==> config.mk <==
export PLATFORM = sky130hd
export DESIGN_NAME = rx_lane_deskew
export DESIGN_NICKNAME = d
export VERILOG_FILES = /design/src/rtl/rx_deskew_pkg.sv /design/src/rtl/rx_deskew_fifo.sv /design/src/rtl/rx_lane_deskew.sv
export SDC_FILE = /design/constraint.sdc
export NUM_CORES = 2
export LEC_CHECK = 0
export ABC_AREA = 1
export ABC_CLOCK_PERIOD_IN_PS = 6470
export CAP_MARGIN = 15
export CORE_MARGIN = 10
export CORE_UTILIZATION = 44
export DETAILED_ROUTE_END_ITERATION = 6
export HOLD_SLACK_MARGIN = 0.12
export PLACE_DENSITY = 0.61
export SLEW_MARGIN = 5
export SYNTH_ARGS = -nofsm -noshare
export SYNTH_HDL_FRONTEND = slang
export SYNTH_SLANG_ARGS = --single-unit
==> constraint.sdc <==
create_clock -name clk -period 6.47 [get_ports clk]
set_clock_uncertainty 0.1 [all_clocks]
set_input_delay 1.941 -clock clk [delete_from_list [all_inputs] [get_ports clk]]
set_output_delay 1.941 -clock clk [all_outputs]
set_load 0.01 [all_outputs]
**Metal layers overlaid**

Only two layers are drawn.
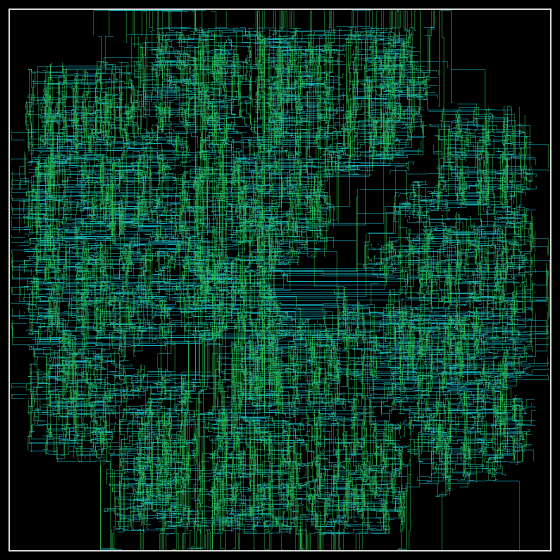
layer	color	wire length
metal 1	cyan	76.7 mm
metal 2	green	78.7 mm
WL per Instance: 20.8 microns
gr usage total: 22.3%
vias post-DR: 44,000

**Gate-type map**

Scale bar: 100 microns.
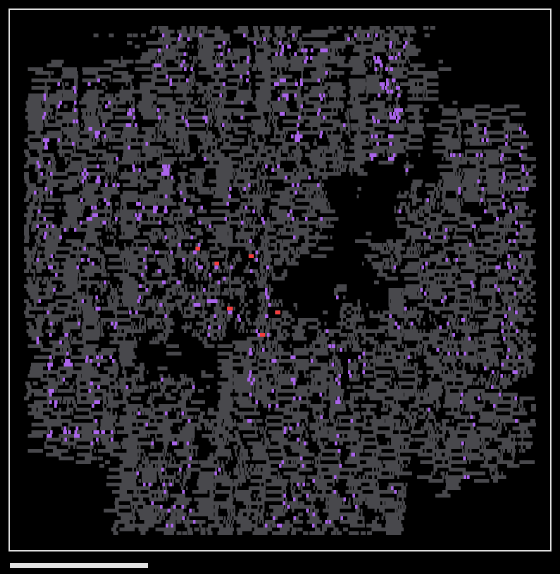
family	color	cells	where
non-inverting ao/oa cells	red	6	middle
aoi and oai cells	purple	674	all over the die
post-route insts no fill: 8,411
Commonest Layout Cell: nand2_1
logic share of the area: 24.4%

**Pin placement**

Pins as bars across the die edge, other pins in gray.
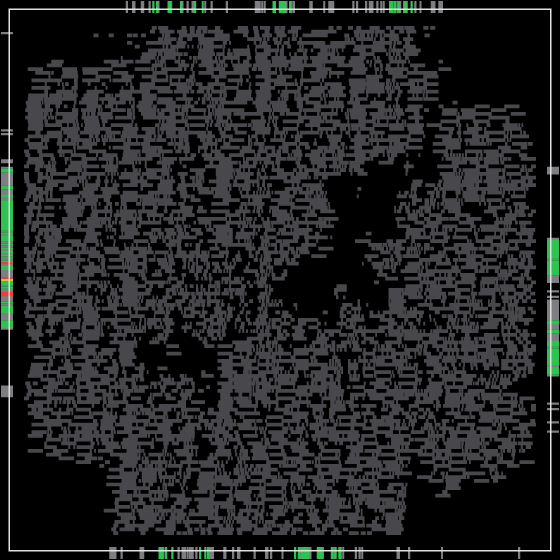
port	color	pins	direction	edge
outData	green	128	output	44 left, 38 right, 24 bottom, 22 top
deskewLocked	yellow	1	output	left
measuredSkew	red	4	output	left
all pins by edge	98 left, 75 right, 74 top, 72 bottom
# port buffers: 318
die height: 392 microns
die width: 392 microns

**Register map, names as in the netlist**

Scale bar: 100 microns. Other sequential cells in the stronger gray, the rest of the logic in the fainter gray.
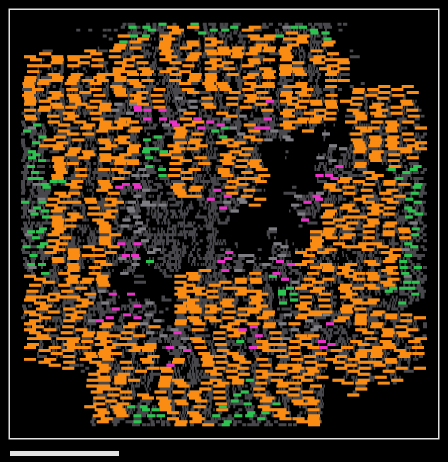
signal	color	flops
g_lane.u_fifo.mem_q	orange	1,152
g_lane.u_fifo.wr_q	magenta	64
outData	green	128
fin util: 52.8%
seq pwr: 0.00999 W

**Clock nets**

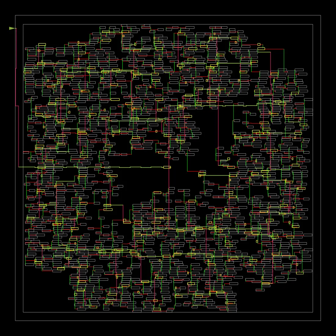
CTS Buf Count: 156
flop count: 1,441
clkbuf count: 204

==> results_slide.txt <==
Synthesis and Place & Route Summary

Outcome
  – Status: completed

Clock network
  – Post-CTS Setup Inserts: 0
  – Reg clk slew, reported paths: 0.05 ns
  – Num Clock Sinks: 1,441
  – Clock Tree Root: clkbuf_16
  – Latency at later pin: 0.79 ns
  – Maximum clock path buffer count: 3
  – H-Tree Depth: 4
  – CTS tree: done
  – Post_cts resized: 0
  – Hold_buf cts: 0

Worst hold path
  – Hold Path Cell Cnt: 2
  – Hold Path Class: reg2reg

Synth
  – Cells after Synth: 5,978
  – Flip-flops with a built-in enable: around 1,200
  – Top cells, area: edfxtp_1 57%, dfxtp_1 9.5%, nand2_1 7.8%
  – Synth Warn #: 0
  – Async S/R FF share, synth: 0%
  – Mapped Nets: 6,211
  – Most common flop cell mapped by yosys: edfxtp_1
  – Area leader, netlist: edfxtp_1
  – #FFs+latches synth: 1,441
  – Yosys Instances: 5,978
  – Top-area cell share: 56.7%
  – Synth Cell Area: 61,000 sq um
  – Distinct lib cells: 48
  – Yosys Chip Area: 61,000 sq um
  – Sequential-to-total area share from yosys stat: 66.2%
  – Syn Area/Cell: about 10 sq um

Route
  – Top Layer Used: met5
  – TritonRoute pass-1 iters: 6
  – Drt via density: 5.23
  – Met3 Wirelength: 14,800 microns
  – Post-route ant nets: 0
  – Initial DRC Count: 4,101
  – Routed length on met2: 78,700 microns
  – # DRC: 0

Setup path
  – Crit Path Class: in2reg
  – Worst reg2reg setup slack: roughly 0.87 ns
  – Worst EP required: about 7 ns
  – Worst-case reg-to-reg path depth: 21
  – Worst Setup End Kind: flop
  – Startpoint Class: input pin
  – Critical path data arrival time: between 6 and 7 ns

Place
  – Pre-CTS setup slack: -0.0595 ns
  – GPL Wtd Cong: 0.901
  – Placed insts: 8,117
  – Area post-placement: just under 70,000 sq um

Power and ir drop
  – Switching pwr: about 0.0040 W
  – Sw Ratio: ~21%
  – Pwr Density: between 200 and 300 nW/um^2
  – Clock Power: 0.00894 W
  – Comb power frac: 2.1%
  – Overall power: 0.0193 W
  – Main power group: registers
  – Comb power: 0.000403 W
  – Flop pwr share: 51.7%
  – Leakage power: 27.7 nW
  – Int Power: 0.0154 W

Job
  – Maxcap violations: 0
  – Tool Warnings: 31

Final timing
  – Final setup margin: 0.725 ns
  – Final-report setup violation count: 0
  – TNS Setup: 0 ns
  – Tcrit/Tclk final: 88.8%
  – Max Freq: 174 MHz
  – Pins Over Slew Limit: 0
  – Pin slew with the least headroom to its limit: approximately 1 ns
  – Final period demand of the worst path: between 5 and 6 ns
  – RSZ-0062 raised after global routing: false
  – Slew HR: ~34%
  – Fin Hold WS: ~0.37 ns
  – Final hold violations: 0

Final layout
  – Number of flip-flops in the largest register: 1,152
  – Layout area overhead: 19.1%
  – Nets@finish: about 6,700
  – Design area: 72,700 sq um
  – Top cells excl fill/tap: 1,271 x nand2_1, 1,152 x edfxtp_1, 1,020 x nor2_1

Global route
  – Number of global-route vias before repair: approximately 42,000
  – GRT overflow: 0
  – First-pass GRT wire length: ~260,000 microns
  – Pin count of the biggest net entering global routing: 151

Floorplanning
  – Die area: ~150,000 sq um
  – Ports: 319
  – Pre-Place Util: between 40% and 50%
  – # rows: roughly 140
  – Core Region: 138,000 sq um
per-layer routing:
layer	track usage [%]	vias up
met1	30.8	20900
met3	5.59	268
met4	7.28	12
met5	0	-
li1	-	21200
met2	34.3	1588
final cells by class:
type	count	area, sq um
Sequential cell	1441	40400
Clock inverter	84	908
Clock buffer	204	4220
Fill cell	12100	64900
Tap cell	1794	2240
Antenna cell	6	15.0
Inverter	426	1600
Timing Repair Buffer	617	5600
Multi-Input combinational cell	3839	17800
critical path, stage by stage:
cell	delay, ns
clkdlybuf4s50_1	0.55
inv_1	0.14
nand2_4	0.14
inv_2	0.05
buf_4	0.15
o21ai_2	0.07
inv_1	0.06
nor2_1	0.15
nand4_1	0.19
nand2_1	0.16
nand2_1	0.06
nor2_1	0.09
nand2_1	0.06
nor2_2	0.11
nand3_2	0.32
buf_4	0.28
nand4_1	0.06
nand3_1	0.10
nor2_2	0.21
nand4_4	0.17
inv_2	0.16
buf_4	0.24
nand3b_1	0.26
nor2_1	0.19
buf_4	0.20
kinds of logic after synthesis:
logic type | after synthesis | synth area share, %
AOI/OAI and AO/OA | 680 | 5.89
xor gates and xnor gates | 117 | 1.68
adders and majority gates | 65 | 1.33
buffers and inverters | 698 | 4.81
DFF | 1441 | 66.2
muxes | 1 | 0.0164
and+or+nand+nor | 2976 | 20.1
Yosys cell counts (26+ instances only):
cell type  instances
a21oi_1           31
buf_2            107
buf_4             28
clkbuf_1         103
dfxtp_1          289
edfxtp_1        1152
ha_1              65
inv_1            375
inv_2             36
nand2_1         1271
nand3_1          563
nand4_1           26
nor2_1          1022
o211ai_1          26
o21ai_0          427
o21ai_1          142
o22ai_1           32
xnor2_1           55
xor2_1            62
Power is estimated from default activity; no workload was simulated.
